### Routing congestion map, run 1

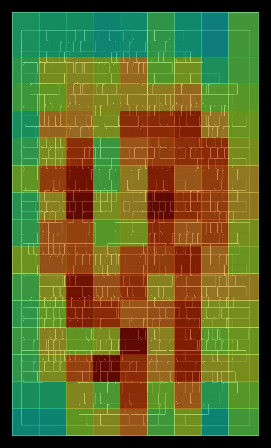
### Signal wires by layer, run 1

Scale: 3 px per um.
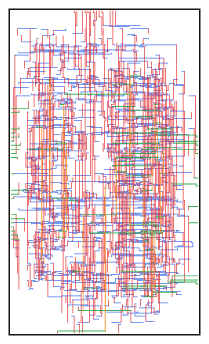
### Sequential cells coloured by netlist name, run 1

Scale: 3 px per um. Other sequential cells in the stronger grey, the rest of the logic in the fainter grey.
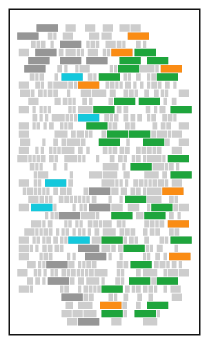
### The metal 3 layer, run 1

Scale: 3 px per um.
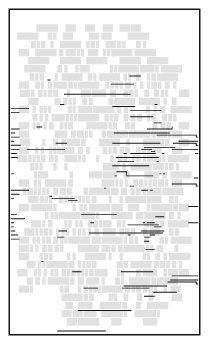
==> config.mk <==
export PLATFORM = sky130hd
export DESIGN_NAME = decode_stage_ras
export DESIGN_NICKNAME = d
export VERILOG_FILES = /design/src/rtl/decode_stage_ras.sv
export SDC_FILE = /design/constraint.sdc
export NUM_CORES = 1
export LEC_CHECK = 0
export ABC_AREA = 1
export CAP_MARGIN = 30
export CORE_AREA = 2 2 61 106
export DETAILED_ROUTE_END_ITERATION = 8
export DIE_AREA = 0 0 63 108
export GPL_TIMING_DRIVEN = 0
export PLACE_DENSITY = 0.81
export SYNTH_ARGS = -nofsm -noshare
export SYNTH_HDL_FRONTEND = slang
export SYNTH_SLANG_ARGS = --single-unit
==> constraint.sdc <==
create_clock -name clk -period 2.15 [get_ports clk]
set_input_delay 0.3225 -clock clk [delete_from_list [all_inputs] [get_ports clk]]
set_output_delay 0.3225 -clock clk [all_outputs]
set_load 0.05 [all_outputs]
==> ci_impl_report.md, run 1 <==
## Implementation flow summary

| Metric | Value |
|---|---|
| Root Buffer | `clkbuf_8` |
| Cell family with most CP delay | `buffers and inverters` |
| Worst R2R Path Depth | `9` |
| Max-slew violations | `0` |
| WP depth | `4` |
| Comb pwr share | `0.106` |
| OpenROAD warning count | `35` |
| Synth unique cells | `23` |
| Clk buf depth | `2` |
| Slowest cell on crit path | `clkdlybuf4s50_1` |
| Internal power | `1.79 mW` |
| DR DRC count | `0` |
| Status | `complete, no violations` |
| Post-CTS Repair Setup Buffers | `0` |
| Hold WC Path Type | `reg2reg` |
| DRT Pass-1 Iters | `5` |
| Cells after Synth | `451` |
| Drt initial violations | `around 340` |
| Synth flops | `62` |
| Sequential share of power | `0.489` |
| CTS tree | `yes` |
| Die ar. | `6800 um2` |
| Relative slew slack | `0.523` |
| Htree depth | `3` |
| Crit path max fanout | `3` |
| Insertion Delay late pin | `around 0.35 ns` |
| Cells after DPL | `579` |
Notes on 'Routing congestion map' above:
M2 GR Usage: 0.515
GRT Max-Usage Layer: met2
Util after Layout: 0.657
routed wire length per instance: 15.3 um

Notes on 'Signal wires by layer' above:
Red marks M2, wire length 4830 um. Blue marks M1, wire length 3300 um. Green marks M3, wire length 495 um. Orange marks M4, wire length 441 um.
GR Util All Layers: 0.279
final wirelength: 9070 um
Vias: 3316

Notes on 'Sequential cells coloured by netlist name' above:
Orange marks `ret_addr`, placed flops 8. Cyan marks `aluop`, placed flops 5. Green marks `ras_mem_q`, placed flops 32.
Seq/total area: 0.321
Seq. pwr: 1.16 mW
Flop area: 1240 um2

Notes on 'The metal 3 layer' above:
The layer holds 5.5% of the routed length. The layer carries 495 um of wire.
met3 GRT Util: 0.0510

## run 1: Yosys cell counts
| cell type | n |
|---|---|
| o21ai_0 | 25 |
| buf_6 | 3 |
| nand2_2 | 2 |
| buf_1 | 5 |
| inv_1 | 29 |
| nor2_2 | 2 |
| nand2_1 | 106 |
| o22ai_1 | 8 |
| inv_2 | 2 |
| nor3_1 | 5 |
| o21a_1 | 1 |
| a21oi_1 | 60 |
| dfxtp_1 | 62 |
| clkbuf_1 | 11 |
| nand3b_1 | 1 |
| nand4_1 | 2 |
| ha_1 | 12 |
| buf_2 | 2 |
| clkinv_4 | 1 |
| nor2_1 | 54 |
| or2_2 | 1 |
| xor2_1 | 3 |
| nand3_1 | 54 |
## run 1: layout make-up
| type | instances | area [um2] |
|---|---|---|
| fillers | 554 | 2020 |
| multi-input cells | 336 | 1610 |
| flip-flops and latches | 62 | 1240 |
| repair buffers | 50 | 500 |
| clock buffers | 15 | 186 |
| inverters | 32 | 125 |
| plain buffers | 18 | 98.8 |
| well taps | 78 | 97.6 |
## run 1: power by group through the flow
stage,sequential [mW],combinational [mW],clock [mW]
after floorplan,1.21,0.106,0
after global placement,1.19,0.247,0
after detailed placement,1.19,0.248,0
after CTS,1.16,0.250,0.974
after global routing,1.16,0.273,1.02
final,1.16,0.252,0.963
## run 1: worst min-delay path: cells and delay by family (launching register included)
family | cells | cell delay [ns]
flops | 1 | 0.31
simple gates | 1 | 0.06
compound gates | 1 | 0.05
## run 1: routing by layer
metal  vias up  share of wire  GRT usage
met4         0          0.049      0.186
met5         -              0          0
met3        37          0.055     0.0510
met2       139           0.53      0.515
met1      1534           0.36      0.281
li1       1606              -          -
==> run 2: changes to the inputs <==
--- a/config.mk
+++ b/config.mk
@@ -7,11 +7,11 @@
 export LEC_CHECK = 0
 export ABC_AREA = 1
 export CAP_MARGIN = 30
-export CORE_AREA = 2 2 61 106
+export CORE_AREA = 2 2 59 103
 export DETAILED_ROUTE_END_ITERATION = 8
-export DIE_AREA = 0 0 63 108
+export DIE_AREA = 0 0 61 105
 export GPL_TIMING_DRIVEN = 0
-export PLACE_DENSITY = 0.81
+export PLACE_DENSITY = 0.85
 export SYNTH_ARGS = -nofsm -noshare
 export SYNTH_HDL_FRONTEND = slang
 export SYNTH_SLANG_ARGS = --single-unit
==> constraint.sdc (replaced) <==
create_clock -name clk -period 2.4 [get_ports clk]
set_input_delay 0.36 -clock clk [delete_from_list [all_inputs] [get_ports clk]]
set_output_delay 0.36 -clock clk [all_outputs]
set_load 0.05 [all_outputs]
==> ci_impl_report.md, run 2 <==
## Implementation flow summary

| Metric | Value |
|---|---|
| Top cells by count, synth | `106 x nand2_1, 62 x dfxtp_1, 60 x a21oi_1` |
| Critical path startpoint category | `flop` |
| Register area share after synthesis | `0.403` |
| Worst R2R Path Depth | `8 (-1)` |
| Cycle use final | `0.955` |
| Hold WC Path Type | `reg2reg` |
| Count leader, synth | `nand2_1` |
| DR DRC count | `0 (unchanged)` |
| Vias per cell | `5.65` |
| Most frequent logic cell in the layout | `nand2_1` |
| WP depth | `8 (+4)` |
| Hold Path Depth | `2` |
| Num CTS Buffers | `9` |
| Relative slew slack | `0.573 (+0.0500)` |
| Final wirelength | `8970 um (-1.0%)` |
| Max-slew violations | `0 (unchanged)` |
| Commonest flop | `dfxtp_1` |
| Drt initial violations | `215 (-36%)` |
| Post-CTS Repair Setup Buffers | `0 (unchanged)` |
| Routed wire length per instance | `15.2 um (-1.0%)` |
| Status | `complete, no violations` |
| Compound Share, Synth | `0.157` |
| OpenROAD warning count | `35 (unchanged)` |
| Worst-path cell chain | `clkbuf_2, inv_1, clkbuf_4, ha_1, clkbuf_1, nand2_1, nand2_1, a21oi_1` |
| Largest net degree at the start of global routing | `12` |
| Synth Warn # | `0` |
| Clk buf depth | `2 (unchanged)` |
| CTS tree | `yes` |
| Cells after Synth | `451 (unchanged)` |
| Die ar. | `6410 um2 (-5.9%)` |
| Cells after DPL | `577 (-0.35%)` |
| Synth flops | `62 (unchanged)` |
| Htree depth | `3 (unchanged)` |
| Root Buffer | `clkbuf_8` |
| Synth unique cells | `23 (unchanged)` |
| Initial Util | `0.555` |
| Slowest cell on crit path | `clkbuf_1` |
| Cell family with most CP delay | `buffers and inverters` |
| Crit path max fanout | `11 (+8)` |
| Post-synth ARST share | `0 (unchanged)` |
| Vias | `3341 (+0.75%)` |
| I/O pin count | `51` |
| Number of flops mapped to enable cells by yosys | `0 (unchanged)` |
==> run 2: cell counts after synthesis <==
No cell type changed its count.
==> run 2: cell type report <==
cell class / count / area [um2]
clock inverter: 4 / 47.5
fill: 495 / 1680
multi-input combinational: 336 / 1610
sequential: 62 / 1240
clock buffer: 11 / 141
timing repair buffer: 50 / 500
inverter: 32 / 125
buffer: 20 / 104
tap: 76 / 95.1
==> run 2: cell families after synthesis <==
kind of cell / count (synthesis)
AOI/OAI and AO/OA: 94
xor gates and xnor gates: 3
adders and majority gates: 12
buffers and inverters: 53
DFF: 62
and+or+nand+nor: 227
==> run 2: worst min-delay path: stages, from the launching register on <==
cell and delay [ns]:
dfxtp_1 0.30, nand2_1 0.06, a21oi_1 0.05
==> run 2: layer usage <==
layer | global-route usage | part of all wire | up-vias
li1 | - | - | 1611
met1 | 0.295 | 0.35 | 1526
met2 | 0.512 | 0.53 | 157
met3 | 0.0495 | 0.058 | 47
met4 | 0.220 | 0.058 | 0
met5 | 0 | 0 | -
==> run 2: what timing repair did <==
action                                 in CTS  in global routing
endpoints found under the hold margin       0                  0
gates resized                               2                  2
setup endpoints to repair                   9                 17
==> run 2: power by group <==
group / internal [mW] / total (mW) / switching, mW
clock: 0.498 / 0.882 / 0.384
combinational: 0.0797 / 0.226 / 0.147
sequential: 1.04 / 1.04 / 0.00472
### Routed clock nets over the placement, run 2

Scale: 4 px per um.
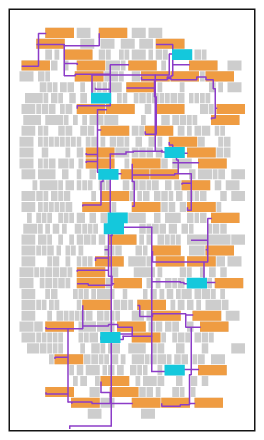
Cyan marks clock-net drivers, count 9. Orange marks flip-flops, count 62. Purple marks clock wires, length 724 um.
There are 10 routed clock nets.
Insertion Delay late pin: 0.34 ns
clk pwr: 0.882 mW
Clock power frac: 0.410
Layout Skew: 0.0107 ns

### Sequential cells coloured by netlist name, run 2

Scale: 3 px per um. Other sequential cells in the stronger grey, the rest of the logic in the fainter grey.
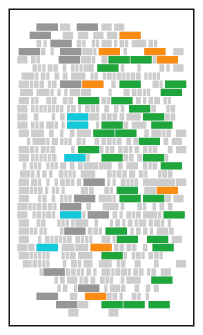
Green marks `ras_mem_q`, placed flops 32. Orange marks `ret_addr`, placed flops 8. Cyan marks `aluop`, placed flops 5.
Another 17 sequential cells are not coloured.
Seq. pwr: 1.04 mW
Util after Layout: 0.697
Seq/total area: 0.321

Power and IR drop assume default switching activity.
